**src/rtl/pipe_ctrl.sv**
```systemverilog
// Pipeline controller for the 5-stage core: resolves stage stall requests, sequences
// exception/ERET flushes as a registered one-cycle pulse, and tracks stall statistics.
module pipe_ctrl #(
  parameter logic [31:0] EXC_VECTOR = 32'h0000_0020,
  parameter logic [31:0] ERET_CODE  = 32'h0000_000e,
  parameter int unsigned WDOG_LIMIT = 1024
) (
  input  logic        clk,
  input  logic        rst,
  input  logic        stallreq_from_if,
  input  logic        stallreq_from_id,
  input  logic        stallreq_from_ex,
  input  logic        stallreq_from_mem,
  input  logic        exc_valid_i,
  input  logic [31:0] excepttype_i,
  input  logic [31:0] cp0_epc_i,
  output logic [5:0]  stall,
  output logic        flush,
  output logic [31:0] new_pc,
  output logic [31:0] stall_cycles,
  output logic        stall_timeout,
  output logic        dbg_state_o
);

  typedef enum logic {RUN = 1'b0, FLUSH = 1'b1} state_e;

  localparam logic [31:0] WDOG_LIM = 32'(WDOG_LIMIT);

  state_e      state_q, state_d;
  logic        flush_q, flush_d;
  logic [31:0] new_pc_q, new_pc_d;
  logic [31:0] stall_cycles_q, stall_cycles_d;
  logic [31:0] run_q, run_d;
  logic        timeout_q, timeout_d;

  // Deepest requesting stage wins; everything upstream of it freezes too.
  always_comb begin
    stall = 6'b000000;
    if (state_q == RUN) begin
      if (stallreq_from_mem)     stall = 6'b011111;
      else if (stallreq_from_ex) stall = 6'b001111;
      else if (stallreq_from_id) stall = 6'b000111;
      else if (stallreq_from_if) stall = 6'b000011;
    end
  end

  always_comb begin
    state_d  = state_q;
    flush_d  = 1'b0;
    new_pc_d = new_pc_q;
    case (state_q)
      RUN: begin
        if (exc_valid_i && (excepttype_i != 32'h0)) begin
          state_d  = FLUSH;
          flush_d  = 1'b1;
          new_pc_d = (excepttype_i == ERET_CODE) ? cp0_epc_i : EXC_VECTOR;
        end
      end
      FLUSH: begin
        // Anything reported here comes from wrong-path bubbles.
        state_d = RUN;
      end
      default: state_d = RUN;
    endcase
  end

  always_comb begin
    stall_cycles_d = stall_cycles_q;
    if (stall[0] && (stall_cycles_q != 32'hFFFF_FFFF)) begin
      stall_cycles_d = stall_cycles_q + 32'd1;
    end

    run_d = run_q;
    if (WDOG_LIM == 32'd0 || state_q == FLUSH || !stall[0]) begin
      run_d = 32'd0;
    end else if (run_q < WDOG_LIM) begin
      run_d = run_q + 32'd1;
    end

    timeout_d = timeout_q;
    if ((WDOG_LIM != 32'd0) && (run_d == WDOG_LIM)) begin
      timeout_d = 1'b1;
    end
  end

  always_ff @(posedge clk) begin
    if (rst) begin
      state_q        <= RUN;
      flush_q        <= 1'b0;
      new_pc_q       <= 32'h0;
      stall_cycles_q <= 32'h0;
      run_q          <= 32'h0;
      timeout_q      <= 1'b0;
    end else begin
      state_q        <= state_d;
      flush_q        <= flush_d;
      new_pc_q       <= new_pc_d;
      stall_cycles_q <= stall_cycles_d;
      run_q          <= run_d;
      timeout_q      <= timeout_d;
    end
  end

  assign flush         = flush_q;
  assign new_pc        = new_pc_q;
  assign stall_cycles  = stall_cycles_q;
  assign stall_timeout = timeout_q;
  assign dbg_state_o   = state_q;

endmodule
```
**config.mk**
```make
export PLATFORM = sky130hd
export DESIGN_NAME = pipe_ctrl
export DESIGN_NICKNAME = d
export VERILOG_FILES = /design/src/rtl/pipe_ctrl.sv
export SDC_FILE = /design/constraint.sdc
export NUM_CORES = 1
export LEC_CHECK = 0
export CAP_MARGIN = 20
export CORE_MARGIN = 8
export CORE_UTILIZATION = 45
export DETAILED_ROUTE_END_ITERATION = 12
export HOLD_SLACK_MARGIN = 0.05
export PLACE_DENSITY = 0.91
export SYNTH_ARGS = -nofsm -noshare
export SYNTH_HDL_FRONTEND = slang
export SYNTH_SLANG_ARGS = --single-unit
export TNS_END_PERCENT = 100
```
**constraint.sdc**
```tcl
create_clock -name clk -period 2.3 [get_ports clk]
set_input_delay 0.345 -clock clk [delete_from_list [all_inputs] [get_ports clk]]
set_output_delay 0.345 -clock clk [all_outputs]
set_load 0.05 [all_outputs]
```
==> flow_summary.ini, run 1 <==
; yosys + openroad results
[layout]
finish.net_count = 676
postLayoutCoreUtil_pct = 65.4
layout_top_cell_excl_fill_tap = sky130_fd_sc_hd__clkdlybuf4s50_1
post_route_cells_drive_above_1_share_pct = 10.4
area_growth_pct = 43.8
antenna_cells = 0
finalNonFillerCells = 719
most-common-layout-cells = 136 x sky130_fd_sc_hd__clkdlybuf4s50_1, 87 x sky130_fd_sc_hd__dfxtp_1, 75 x sky130_fd_sc_hd__nor2_1

[setup_path]
cp_data_arrival_time_ps = 2490
path_max_fanout = 11
rr_worst_depth = 5
cpPeakStageDelay_ps = 570
endpoint = stall_cycles[27]
crit-reg2reg-capture = stall_cycles[27]
path_cells = clkdlybuf4s50_1 > nor4_1 > or2_4 > clkinv_4 > nand4_4 > or4_4 > or3_2 > a21oi_1
timing.setup.critical_path_class = primary input to flip-flop
worst_path_max_delay_cell = sky130_fd_sc_hd__or4_4
cp-startpoint = stallreq_from_ex
setup.reg_to_reg.worst_slack_ps = 120
worst-path-stages = 8
worst-endpoint-required_ps = 2580
cp.buffers_inverters = 2
worst_setup_path_end_kind = flip-flop
cpLargestDelayFamily = simple AND/OR/NAND/NOR gates
rr_startpoint = stall_cycles[15]
start_kind = primary input

[cts]
max-clock-path-buffers = 2
clockRootBuffer = sky130_fd_sc_hd__clkbuf_8
cts.sink_count = 98
clk-insertion-delay-late_ps = 350
postCtsHoldBufs = 0
cts-buffers-inserted = 9
cts_max_level = 3
cts_tree = yes

[run]
max_cap_violations = 0
warning_count = 27

[synthesis]
yosys-mux-area-fraction_pct = 0.488
async_reset_ff_share_pct = 0
synth.most_common_cell = sky130_fd_sc_hd__dfxtp_1
mappedNetlistArea_mm2 = 0.00410
xor_area_share_pct = 6.83
netlist.area_leader.share_pct = 47.8
mappedNetlistNets = 530
yosys.area_share.adder_pct = 0.610
top_cells_by_count = 98 x sky130_fd_sc_hd__dfxtp_1, 75 x sky130_fd_sc_hd__nor2_1, 31 x sky130_fd_sc_hd__a22oi_1, 31 x sky130_fd_sc_hd__xnor2_1, 22 x sky130_fd_sc_hd__nor4_1
combinational_family_with_the_most_area_after_synthesis = simple AND/OR/NAND/NOR gates
synthSimpleGateAreaFrac_pct = 28.8
post-synth-top-area-cell = sky130_fd_sc_hd__dfxtp_1
flip_flop_and_latch_count_after_synthesis = 98
yosys.cell_types.count = 52
ys.flop_type = sky130_fd_sc_hd__dfxtp_1
synth-cells-yosys = 457
synth-warning-count = 0
ys_top_cells_by_area = sky130_fd_sc_hd__dfxtp_1 48%, sky130_fd_sc_hd__nor2_1 6.9%, sky130_fd_sc_hd__xnor2_1 6.6%, sky130_fd_sc_hd__a22oi_1 5.7%, sky130_fd_sc_hd__nor4_1 3.4%
postSynthCellCount = 457
post_synth.cell_area_avg_um2 = 8.98
ys_chip_area_mm2 = 0.00410
synth-edff-count = 0
post_synth_ao_oa_area_fraction_pct = 10.8

[grt]
antenna_found_initial = 0
globalRoute.totalOverflow = 0
grt_first_pass_wirelength_mm = 19.2
grt_max_degree = 69

[placed_design]
placement.cell_area_mm2 = 0.00571
hpwl_after_dpl_mm = 8.76
finalWeightedCongestion = 0.868
place_inst = 702

[hold_path]
holdPathEnd = run_q[12]
hold_path_class = flip-flop to flip-flop
hp-start = run_q[12]
worst_hold_path.num_cells = 1

[final_timing]
timing.final.crit_share_pct = 96.2
rsz0062_at_grt = false
finalCriticalPeriod_ps = 2210
timing_max_transition_violations_final = 0
finalClockSkew_ps = 14.4
slew_headroom_pct = 53.3
fin_hold_viols = 0
fin_hold_ws_ps = 466
setup_viols_final = 0
worst_pin_slew_ps = 701

[pwr]
dominant_power_group = registers
p_leak_nw = 2.09
power.clock.fraction_pct = 33.2
net-switching-power_uw = 779
power_sequential_mw = 1.73
ir_drop_worst_vdd_mv = 0.450
share_seq_of_total_power_pct = 55.8
switching_share_pct = 25.2
internal_power_mw = 2.31
total_power_mw = 3.09
share_comb_of_total_power_pct = 11.0
power.density_mw_per_mm2 = 524
combinationalPower_uw = 341

[drt]
first_iter_violations = 198
via_cell_ratio = 5.38
drtAntennaViolNets = 0
drc = 0
detail_route.first_pass.iterations = 7

[outcome]
outcome = finished clean

[die]
floorplan.die.height_um = 111
die-width_um = 111
boundaryPins = 144
fp-utilization_pct = 45.5
design.die.area_mm2 = 0.0124
core_mm2 = 0.00902
-- run 1: final cells by class --
| type | count | area, um^2 |
|---|---|---|
| timing repair buffer | 163 | 1600 |
| tap | 111 | 139 |
| multi-input combinational | 319 | 1960 |
| fill | 719 | 3120 |
| inverter | 12 | 50.0 |
| clock inverter | 5 | 38.8 |
| clock buffer | 11 | 141 |
| sequential | 98 | 1980 |
-- run 1: worst reg2reg max path: stages (launching register included) --
cell                      delay (ps)
sky130_fd_sc_hd__dfxtp_2         390
sky130_fd_sc_hd__and4_4          270
sky130_fd_sc_hd__nand4_4         210
sky130_fd_sc_hd__or4_4           670
sky130_fd_sc_hd__or3_2           430
sky130_fd_sc_hd__a21oi_1         150
-- run 1: stage by stage --
stage | setup WS [ps] | TNS [ps]
6_report | 87.4 | 0
5_1_grt | 14.7 | 0
4_1_cts | 85.0 | 0
3_5_place_dp | -204 | -888
3_3_place_gp | -183 | -531
2_1_floorplan | 24.0 | 0
-- run 1: sequential cells by signal, indices dropped and copies added (netlist names) --
name / count
new_pc: 32
dbg_state_o: 1
stall_cycles: 32
run_q: 32
stall_timeout: 1
-- run 1: timing repair --
action                                  in CTS  in global routing
buffers inserted                             0                  1
endpoints found under the setup margin       0                  1
endpoints found under the hold margin        0                  0
gates resized                                0                  0
-- run 1: metal layers --
metal	share of wire (%)	wire [um]	global-route usage, %
met1	42	4940	21.1
met2	50	5830	30.7
met4	2.4	283	8.27
met3	5.8	685	4.95
met5	0	0	0
-- run 1: kinds of logic after synthesis --
logic type | after synthesis
multiplexers | 2
buffers and inverters | 40
AND-OR/OR-AND | 65
AND/OR/NAND/NOR | 217
adder cells (fa/ha/maj) | 2
flip-flops | 98
XOR/XNOR | 32
other | 1
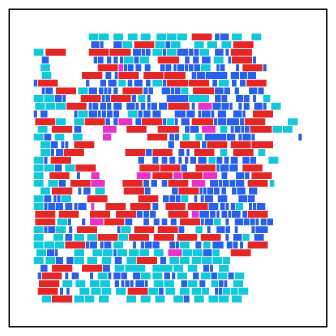
Figure 1: run 1, placed cells, one color a class.
- magenta: clock drivers and dummy loads (cells 16; share of their area 3.1%)
- cyan: remaining buffers and delay cells (cells 163; share of their area 28%)
- red: registers (cells 98; share of their area 34%)
- blue: remaining logic cells (cells 331; share of their area 35%)
row count: 35
final design instance area without fill: 0.00590 mm^2
sequential share of cell area: 33.5%

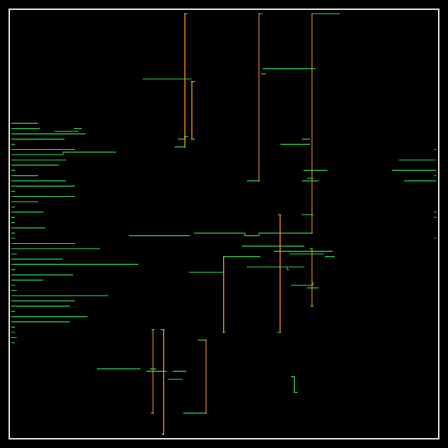
Figure 2: run 1, wiring by layer.
Only two layers are drawn.
- green: M3 (wire length 686 um)
- orange: M4 (wire length 284 um)
total number of vias: 3871
routed length per instance: 16.3 um
Total GRT Usage: 18.3%
final routed wirelength across all metal layers: 11.7 mm

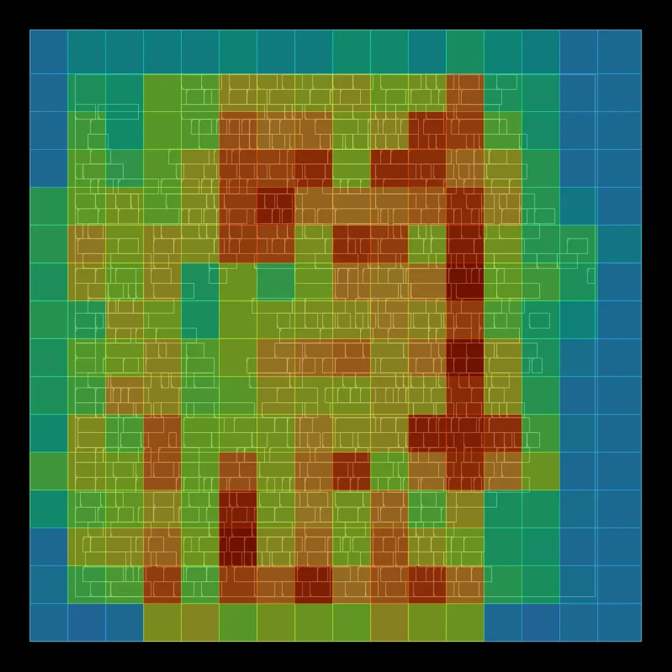
Figure 3: run 1, routing congestion map.
met2 layer usage reported by global route: 30.7%
routing usage on met1: 21.1%

## Run 2: what changed since run 1
--- a/config.mk
+++ b/config.mk
@@ -6,7 +6,7 @@
 export NUM_CORES = 1
 export LEC_CHECK = 0
 export CAP_MARGIN = 20
-export CORE_MARGIN = 8
+export CORE_MARGIN = 3
 export CORE_UTILIZATION = 45
 export DETAILED_ROUTE_END_ITERATION = 12
 export HOLD_SLACK_MARGIN = 0.05
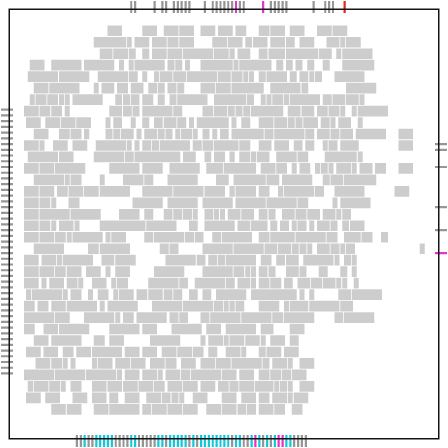
Figure 4: run 2, pin placement.
Pins as bars across the die edge, other pins in gray.
- red: `clk` (pins 1; direction input; edge top)
- cyan: `excepttype_i` (pins 32; direction input; edge bottom)
- magenta: `stall` (pins 6; direction output; edge 3 bottom, 2 top, 1 right)
- all pins by edge: 60 bottom, 47 left, 31 top, 6 right
port buffer count: 142
Die W: 101 um
die height: 101 um

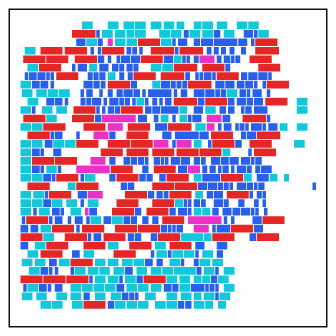
Figure 5: run 2, placed cells, one color a class.
- red: registers (cells 98; share of their area 34%)
- blue: remaining logic cells (cells 331; share of their area 35%)
- magenta: clock drivers and dummy loads (cells 16; share of their area 4.1%)
- cyan: remaining buffers and delay cells (cells 167; share of their area 28%)
final core utilization: 68.1%
sequential share of cell area: 33.0%

==> flow_summary.ini, run 2 <==
; yosys + openroad results
[outcome]
outcome = finished clean

[setup_path]
worst-endpoint-required_ps = 2580
cpLargestDelayFamily = simple AND/OR/NAND/NOR gates
path_cells = clkdlybuf4s50_1 > nor4_2 > or2_4 > clkinv_4 > nand4_4 > or4_4 > or3_2 > a21oi_1
worst_path_max_delay_cell = sky130_fd_sc_hd__or4_4
cpPeakStageDelay_ps = 560
worst_setup_path_end_kind = flip-flop
cp_data_arrival_time_ps = 2510
cp.buffers_inverters = 2
start_kind = primary input
timing.setup.critical_path_class = primary input to flip-flop
path_max_fanout = 12

[drt]
wl_per_cell_um = 15.5
top_layer = met4
detail_route.first_pass.iterations = 4
via_cell_ratio = 5.39
drtAntennaViolNets = 0
m1WireLength_mm = 4.62
drc = 0
postRouteWirelength_mm = 11.2
first_iter_violations = 180
met3_length_um = 615
dr_wl_met2_mm = 5.64
total_number_of_vias = 3884

[synthesis]
synth-edff-count = 0
async_reset_ff_share_pct = 0
flip_flop_and_latch_count_after_synthesis = 98
ys.flop_type = sky130_fd_sc_hd__dfxtp_1
post_synth.cell_area_avg_um2 = 8.98
post-synth-top-area-cell = sky130_fd_sc_hd__dfxtp_1
ys_chip_area_mm2 = 0.00410
synth.most_common_cell = sky130_fd_sc_hd__dfxtp_1
top_cells_by_count = 98 x sky130_fd_sc_hd__dfxtp_1, 75 x sky130_fd_sc_hd__nor2_1, 31 x sky130_fd_sc_hd__a22oi_1, 31 x sky130_fd_sc_hd__xnor2_1, 22 x sky130_fd_sc_hd__nor4_1
yosys.cell_types.count = 52
ys_seq_share_pct = 47.8
mappedNetlistArea_mm2 = 0.00410
ys_top_cells_by_area = sky130_fd_sc_hd__dfxtp_1 48%, sky130_fd_sc_hd__nor2_1 6.9%, sky130_fd_sc_hd__xnor2_1 6.6%, sky130_fd_sc_hd__a22oi_1 5.7%, sky130_fd_sc_hd__nor4_1 3.4%
postSynthCellCount = 457
synth-warning-count = 0
mappedNetlistNets = 530
netlist.area_leader.share_pct = 47.8
synth-cells-yosys = 457

[cts]
cts_tree = yes
max-clock-path-buffers = 2
clockRootBuffer = sky130_fd_sc_hd__clkbuf_8
clk-insertion-delay-late_ps = 350
cts-buffers-inserted = 9
cts_max_level = 3
cts.sink_count = 98
clkTransAtPathRegs_ps = 100

[die]
design.die.area_mm2 = 0.0103
core_mm2 = 0.00881
core.rowCount = 34
fp-utilization_pct = 46.6
boundaryPins = 144

[grt]
antenna_found_initial = 0
globalRoute.totalOverflow = 0
grt_max_degree = 49
first_global_vias = 3917
grt_usage_pct = 21.8
grt_first_pass_wirelength_mm = 18.4

[layout]
finish.net_count = 680
most-common-layout-cells = 136 x sky130_fd_sc_hd__clkdlybuf4s50_1, 87 x sky130_fd_sc_hd__dfxtp_1, 75 x sky130_fd_sc_hd__nor2_1
area_growth_pct = 46.1
postLayoutCellArea_mm2 = 0.00600
layout_top_cell_excl_fill_tap = sky130_fd_sc_hd__clkdlybuf4s50_1
antenna_cells = 0
post_route_cells_drive_above_1_share_pct = 11.6
finalNonFillerCells = 720

[final_timing]
worst_pin_slew_ps = 582
fin_hold_ws_ps = 460
timing_max_transition_violations_final = 0
setup_viols_final = 0
fin_hold_viols = 0
max_clock_freq_mhz = 449
rsz0062_at_grt = false
slew_headroom_pct = 61.2
timing.final.crit_share_pct = 96.9
finalClockSkew_ps = 13.8
finalCriticalPeriod_ps = 2230

[pwr]
power.density_mw_per_mm2 = 565
ir_drop_worst_vdd_mv = 0.455
p_leak_nw = 2.13

[run]
max_cap_violations = 0
warning_count = 26

[placed_design]
place_inst = 703
hpwl_after_dpl_mm = 8.33
finalWeightedCongestion = 0.834
placement.cell_area_mm2 = 0.00573

[hold_path]
hold_path_class = primary input to flip-flop
## run 2: repair_timing
action,4_1_cts,5_1_grt
buffers inserted,0,1
pin swaps,0,1
hold buffers,0,0
gates resized,1,3
setup endpoints to repair,1,4
## run 2: power breakdown
group | internal [mW] | leakage, nW | switching, mW
Clock | 0.729 | 0.118 | 0.583
Combinational | 0.179 | 1.22 | 0.173
Sequential | 1.71 | 0.796 | 0.0121
Total | 2.62 | 2.13 | 0.769
## run 2: cell families after synthesis
kind of cell             after synthesis  share of synthesized area, %
AND/OR/NAND/NOR                      217                          28.8
flip-flops                            98                          47.8
AND-OR/OR-AND                         65                          10.8
buffers and inverters                 40                          4.51
XOR/XNOR                              32                          6.83
adder cells (fa/ha/maj)                2                         0.610
multiplexers                           2                         0.488
other                                  1                        0.0914
## run 2: final timing paths
check,startpoint,slack (ps),to,cells after the start
hold reg to reg,run_q[15],470,run_q[15],1
setup / recovery,stallreq_from_id,70,stall_cycles[27],8
setup reg to reg,stall_cycles[1],130,stall_cycles[27],7
hold / removal,rst,460,new_pc[9],3
## run 2: stage by stage
step	worst slack, ps	total power, mW	setup TNS [ps]
detailed placement	-239	2.11	-1110
floorplan	24.0	1.92	0
global placement	-139	2.10	-392
global route	2.38	3.49	0
CTS	46.3	3.40	0
finish	71.0	3.38	0
## run 2: final cells by class
class	instances	area (um^2)
Sequential cell	98	1980
Multi-Input combinational cell	319	1980
Clock buffer	10	128
Timing Repair Buffer	167	1620
Fill cell	636	2810
Clock inverter	6	114
Inverter	12	50.0
Tap cell	108	135
## run 2: metal layers
layer  up-vias  track usage, %
li1       1912               -
met1      1826            26.9
met2       122            37.8
met3        24            4.68
met4         0            7.46
met5         -               0
No activity file was given, so power comes from the tool's default toggle rates.
